$ cat src/rtl/fp_pkg.sv
// Shared floating-point definitions: default format widths and the bit
// positions of the five IEEE exception flags used by the divider and its writeback.
package fp_pkg;

   localparam int FP_EXP    = 8;
   localparam int FP_FRAC   = 23;
   localparam int NUM_FLAGS = 5;

   localparam int FLAG_INVALID   = 4;
   localparam int FLAG_DIVZERO   = 3;
   localparam int FLAG_OVERFLOW  = 2;
   localparam int FLAG_UNDERFLOW = 1;
   localparam int FLAG_INEXACT   = 0;

   // Underflow and inexact are routine; only these three count as exceptions.
   function automatic logic is_exception(input logic [NUM_FLAGS-1:0] flags);
      return flags[FLAG_INVALID] | flags[FLAG_DIVZERO] | flags[FLAG_OVERFLOW];
   endfunction

endpackage

$ cat src/rtl/fdiv_wb_fifo.sv
// First-word-fall-through FIFO holding packed {tag, flags, result} entries.
// The head entry is presented combinationally from the read pointer.
module fdiv_wb_fifo #(
   parameter int DATA_W = 41,
   parameter int DEPTH  = 4
) (
   input  logic              clk,
   input  logic              rst_n,
   input  logic              push,
   input  logic              pop,
   input  logic              flush,
   input  logic [DATA_W-1:0] wr_data,
   output logic [DATA_W-1:0] rd_data,
   output logic              full,
   output logic              empty
);

   localparam int PTR_W = $clog2(DEPTH);
   localparam int CNT_W = $clog2(DEPTH + 1);
   localparam logic [CNT_W-1:0] FULL_CNT = CNT_W'(DEPTH);

   logic [DATA_W-1:0] mem [DEPTH];
   logic [PTR_W-1:0]  wr_ptr_reg, wr_ptr_next;
   logic [PTR_W-1:0]  rd_ptr_reg, rd_ptr_next;
   logic [CNT_W-1:0]  count_reg, count_next;
   logic              do_push, do_pop;

   assign full    = (count_reg == FULL_CNT);
   assign empty   = (count_reg == '0);
   assign do_push = push && !full;
   assign do_pop  = pop && !empty;
   assign rd_data = mem[rd_ptr_reg];

   // Storage carries no reset; a flushed write is simply never read.
   always_ff @(posedge clk) begin
      if (do_push && !flush) begin
         mem[wr_ptr_reg] <= wr_data;
      end
   end

   always_comb begin
      wr_ptr_next = wr_ptr_reg;
      rd_ptr_next = rd_ptr_reg;
      count_next  = count_reg;
      if (flush) begin
         wr_ptr_next = '0;
         rd_ptr_next = '0;
         count_next  = '0;
      end else begin
         if (do_push) wr_ptr_next = wr_ptr_reg + 1'b1;
         if (do_pop)  rd_ptr_next = rd_ptr_reg + 1'b1;
         if (do_push && !do_pop)      count_next = count_reg + 1'b1;
         else if (!do_push && do_pop) count_next = count_reg - 1'b1;
      end
   end

   always_ff @(posedge clk) begin
      if (!rst_n) begin
         wr_ptr_reg <= '0;
         rd_ptr_reg <= '0;
         count_reg  <= '0;
      end else begin
         wr_ptr_reg <= wr_ptr_next;
         rd_ptr_reg <= rd_ptr_next;
         count_reg  <= count_next;
      end
   end

endmodule

$ cat src/rtl/fdiv_wb.sv
// Divider writeback: buffers tagged results, accumulates sticky fflags,
// counts exceptional results and raises an interrupt on newly-set enabled flags.
module fdiv_wb
   import fp_pkg::*;
#(
   parameter int EXP   = FP_EXP,
   parameter int FRAC  = FP_FRAC,
   parameter int WIDTH = EXP + FRAC + 1,
   parameter int DEPTH = 4,
   parameter int TAG_W = 4
) (
   input  logic             clk,
   input  logic             rst_n,
   input  logic             in_valid,
   output logic             in_ready,
   input  logic [WIDTH-1:0] in_result,
   input  logic [4:0]       in_flags,
   input  logic [TAG_W-1:0] in_tag,
   output logic             out_valid,
   input  logic             out_ready,
   output logic [WIDTH-1:0] out_result,
   output logic [4:0]       out_flags,
   output logic [TAG_W-1:0] out_tag,
   input  logic             flush,
   input  logic             fflags_clr,
   input  logic [4:0]       flag_mask,
   output logic [4:0]       fflags,
   output logic [15:0]      exc_count,
   output logic             irq
);

   localparam int ENTRY_W = TAG_W + NUM_FLAGS + WIDTH;

   logic               push, pop, full, empty;
   logic [ENTRY_W-1:0] head;
   logic [4:0]         fflags_reg, fflags_next, fflags_eff, new_bits;
   logic [15:0]        exc_count_reg, exc_count_next;
   logic               irq_reg, irq_next;

   assign in_ready  = !full;
   assign out_valid = !empty;
   assign push      = in_valid && in_ready;
   assign pop       = out_valid && out_ready;

   fdiv_wb_fifo #(
      .DATA_W (ENTRY_W),
      .DEPTH  (DEPTH)
   ) u_fifo (
      .clk     (clk),
      .rst_n   (rst_n),
      .push    (push),
      .pop     (pop),
      .flush   (flush),
      .wr_data ({in_tag, in_flags, in_result}),
      .rd_data (head),
      .full    (full),
      .empty   (empty)
   );

   assign {out_tag, out_flags, out_result} = head;

   // A clear in the same cycle means every incoming flag counts as new.
   assign fflags_eff = fflags_clr ? 5'b0 : fflags_reg;

   for (genvar gi = 0; gi < NUM_FLAGS; gi++) begin : g_new_bits
      assign new_bits[gi] = in_flags[gi] & flag_mask[gi] & ~fflags_eff[gi];
   end

   always_comb begin
      fflags_next    = fflags_eff | (push ? in_flags : 5'b0);
      irq_next       = push && (|new_bits);
      exc_count_next = exc_count_reg;
      if (push && is_exception(in_flags) && (exc_count_reg != 16'hFFFF)) begin
         exc_count_next = exc_count_reg + 16'd1;
      end
   end

   always_ff @(posedge clk) begin
      if (!rst_n) begin
         fflags_reg    <= '0;
         exc_count_reg <= '0;
         irq_reg       <= 1'b0;
      end else begin
         fflags_reg    <= fflags_next;
         exc_count_reg <= exc_count_next;
         irq_reg       <= irq_next;
      end
   end

   assign fflags    = fflags_reg;
   assign exc_count = exc_count_reg;
   assign irq       = irq_reg;

endmodule

$ cat config.mk
export PLATFORM = sky130hd
export DESIGN_NAME = fdiv_wb
export DESIGN_NICKNAME = d
export VERILOG_FILES = /design/src/rtl/fp_pkg.sv /design/src/rtl/fdiv_wb_fifo.sv /design/src/rtl/fdiv_wb.sv
export SDC_FILE = /design/constraint.sdc
export NUM_CORES = 1
export LEC_CHECK = 0
export CAP_MARGIN = 20
export CORE_MARGIN = 4
export CORE_UTILIZATION = 25
export DETAILED_ROUTE_END_ITERATION = 10
export DONT_BUFFER_PORTS = 1
export SYNTH_ARGS = -nofsm -noshare
export SYNTH_HDL_FRONTEND = slang
export SYNTH_SLANG_ARGS = --single-unit
$ cat constraint.sdc
create_clock -name clk -period 7.9 [get_ports clk]
set_input_delay 0.79 -clock clk [delete_from_list [all_inputs] [get_ports clk]]
set_output_delay 0.79 -clock clk [all_outputs]
set_load 0.01 [all_outputs]
Clock nets:
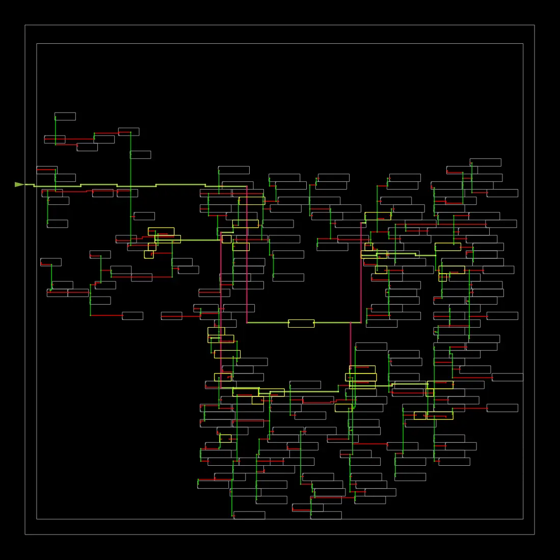
number of sequential storage elements: 195
clk pwr: 0.864 mW
# clock sinks: 195
clock insertion delay at the later pin of the skew report: 0.43 ns

Layout detail:
Scale bar: 5 um. Region (80, 116) to (100, 136) um. Cells in gray, sequential cells in the stronger gray; small squares are vias.
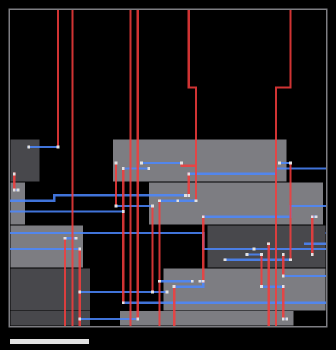
layer	color
met1	blue
met2	red
cells with their middle in the window	5
most frequent	edfxtp_1 (3), mux4_2 (1), clkbuf_16 (1)
netlist names of flops here include	u_fifo.mem (3)
sequential cells in the window	3

Routed metal per tile:
36 x 36 tiles, from white (low) to dark blue (high), scaled to the fullest tile. Values are wire area over tile area, all layers added.
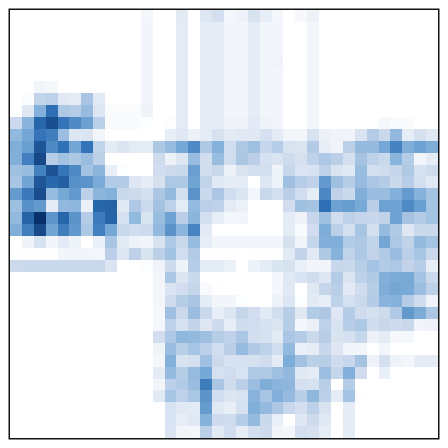
tiles over half the peak	6.2%
nearly empty tiles	39%
emptiest ninth of the die	lower left
fullest tile	0.47
mean over tiles	0.075
overall routed net length: 15000 um
global-route usage over all layers: 9.19%
number of vias after detailed routing: 3554
Routed wire per std cell: 18.8 um

==> reports/qor.tcl <==
set qor(run_status) {finished clean}
set qor(layout.buffer.nonclock.area_share_pct) 1.25
set qor(initCoreUtil_pct) 25.6
set qor(post_cts.resized_instances) 0
set qor(final-seq-area_um2) 5550
set qor(crit_chain) {mux4_2}
set qor(largest_register_ffs) 164
set qor(syn-instance-count) 398
set qor(crit_path_top_delay_cell) {sky130_fd_sc_hd__dfxtp_4}
set qor(comb_area_share_pct) 21.1
set qor(grt_antenna_before_repair) 0
set qor(p_int_mw) 1.64
set qor(fp.dieArea_um2) 32600
set qor(most_used_routing_layer_in_global_routing) {met2}
set qor(final.setup_skew_ns) 0.0173
set qor(multi_input_comb_cells) 176
set qor(logic_family) {multiplexers}
set qor(seq_power_mw) 1.16
set qor(synthMuxAreaShare_pct) 13.5
set qor(timing.critical_path.to_type) {output port}
set qor(met1Wirelength_um) 5740
set qor(die_width_um) 181
set qor(cp_num_cells) 1
set qor(cts_buffer_depth) 2
set qor(invs_w_o_clock) 7
set qor(worst-path-buf-inv) 0
set qor(data_arrival_time_at_the_worst_slack_endpoint_ns) 2.04
set qor(yosys.stat.chipArea_um2) 7450
set qor(port_buffers) 0
set qor(floorplan.nets) 457
set qor(asyncSetResetFlopFracSynth_pct) 0
set qor(tapCellCount) 384
set qor(rsz0062_at_grt) {false}
set qor(vdd.ir_drop.worst_v) 0.000139
set qor(critical_path.max_fanout) 41
set qor(post_synth_and_or_nand_nor_area_fraction_pct) 6.19
set qor(critical_path_required_ns) 7.11
set qor(leading_power_group) {sequential cells}
set qor(setup_viol) 0
set qor(placement_row_count) 62
set qor(final.min_clock_period_ns) 2.83
set qor(final_hold_viol_count) 0
set qor(worst_path_dominant_cell_family) {flip-flops}
set qor(area.share.sequential_pct) 64.6
set qor(fin_nets) 462
set qor(final_clock_cell_share_pct) 7.14
set qor(p_comb_mw) 0.0933
set qor(place.detailed.hpwl_um) 9760
set qor(netlist_cell_types) 38
set qor(number_of_standard_cells_in_the_layout_taps_in_and_fillers_out) 800
set qor(layout.cell_area.non_filler_um2) 8590
set qor(cts_made_buffers) 17
set qor(met3RoutedLength_um) 1450
set qor(holdPathEnd) {u_fifo.mem[0][16]}
set qor(fin_worst_hold_slack_ns) 0.455
set qor(ys_cells) 398
set qor(numSynthFlops) 195
set qor(mappedNetlistArea_um2) 7450
set qor(synth_seq_share_pct) 74.4
set qor(placement.cell_area_um2) 7880
set qor(cts_root_buffer) {sky130_fd_sc_hd__clkbuf_16}
set qor(ys_sh_xor_pct) 0.588
set qor(final_layout_top_logic_cells) {164 x sky130_fd_sc_hd__edfxtp_1, 41 x sky130_fd_sc_hd__mux4_2, 29 x sky130_fd_sc_hd__dfxtp_1, 17 x sky130_fd_sc_hd__nand2_1, 17 x sky130_fd_sc_hd__clkbuf_16}
set qor(final_core_utilization_pct) 29.5
set qor(yosysWarnings) 0
set qor(netlist_top_cells_area) {sky130_fd_sc_hd__edfxtp_1 66%, sky130_fd_sc_hd__mux4_2 12%, sky130_fd_sc_hd__dfxtp_1 8.3%}
set qor(global_route.overflow_total) 0
set qor(layout_worst_path_cycle_share_pct) 35.8
set qor(p_comb_share_pct) 4.4
set qor(hold_start) {in_result[16]}
set qor(warnings) 29
set qor(final_layout_size_suffix_gt1_share_pct) 21.6
set qor(die_height_um) 181
set qor(setup_tns_ns) 0
set qor(fin_ws_ns) 5.07
set qor(number_of_violations_of_the_max_capacitance_limit) 0
set qor(clock_power_share_pct) 40.9
set qor(leakage_nw) 2.56
set qor(global_route_met1_utilization_pct) 10.4
set qor(hold_path_depth) 0
set qor(most_frequent_logic_cell_in_the_layout) {sky130_fd_sc_hd__edfxtp_1}
set qor(reg2reg_slack_ns) 5.35
set qor(timing.hold.worst.class) {in -> reg}
set qor(r2r_end) {u_fifo.mem[0][27]}
set qor(enable_flop_cells) 164
set qor(cts_tree) {built}
set qor(number_of_global_route_vias_before_repair) 3715
set qor(power.density_nw_per_um2) 246
set qor(holdBufCountCts) 0
set qor(place.detailed.instances) 763
set qor(via_per_inst) 4.44
set qor(syn_to_final_growth_pct) 15.2
set qor(worstSetupPathType) {reg -> out}
set qor(ys_dominant_reg_cell) {sky130_fd_sc_hd__edfxtp_1}
set qor(r2r_start) {u_fifo.count_reg[0]}
set qor(synth.top_cells.by_count) {164 x sky130_fd_sc_hd__edfxtp_1, 41 x sky130_fd_sc_hd__mux4_2, 31 x sky130_fd_sc_hd__dfxtp_1}
set qor(cts_max_level) 4
set qor(yosysTopAreaCellShare_pct) 66.1
set qor(design.portCount) 117
set qor(endpoint) {out_result[31]}
set qor(comb_area_um2) 1810
set qor(grt_max_degree) 42
set qor(cell_type_taking_the_most_area) {registers}
set qor(power_switching_mw) 0.477
set qor(drt-initial-drc-count) 201
set qor(clkSlewWorstSetupHoldPaths_ns) 0.08
set qor(ant_nets) 0
set qor(synthDominantAreaCellType) {sky130_fd_sc_hd__edfxtp_1}
set qor(tritonroute_pass_1_iters) 4
set qor(timing_max_transition_violations_final) 0
set qor(cts_post_setup_buffers_inserted) 0
set qor(top_layer) {met4}
set qor(filler_cell_count) 2810
set qor(crit_path_start_kind) {flop}
set qor(routabilityCongestion) 0.785
set qor(wire_length_of_the_first_global_routing_pass_um) 22900
set qor(post-place-ws_ns) 5.03
set qor(worstMarginPinSlew_ns) 0.865
set qor(grt_use_met3_pct) 4.64
set qor(seq_power_share_pct) 54.7
set qor(timing.slew.headroom_pct) 42.3
set qor(synth_area_in_adders_pct) 1.28
set qor(drc) 0
set qor(diodes) 0
set qor(syn-mean-instance-area_um2) 18.7
set qor(worst_r2r_path_depth) 6
set qor(fp.coreArea_um2) 29100
set qor(synth-compound-area-share_pct) 2.62
Power and IR drop assume default switching activity.
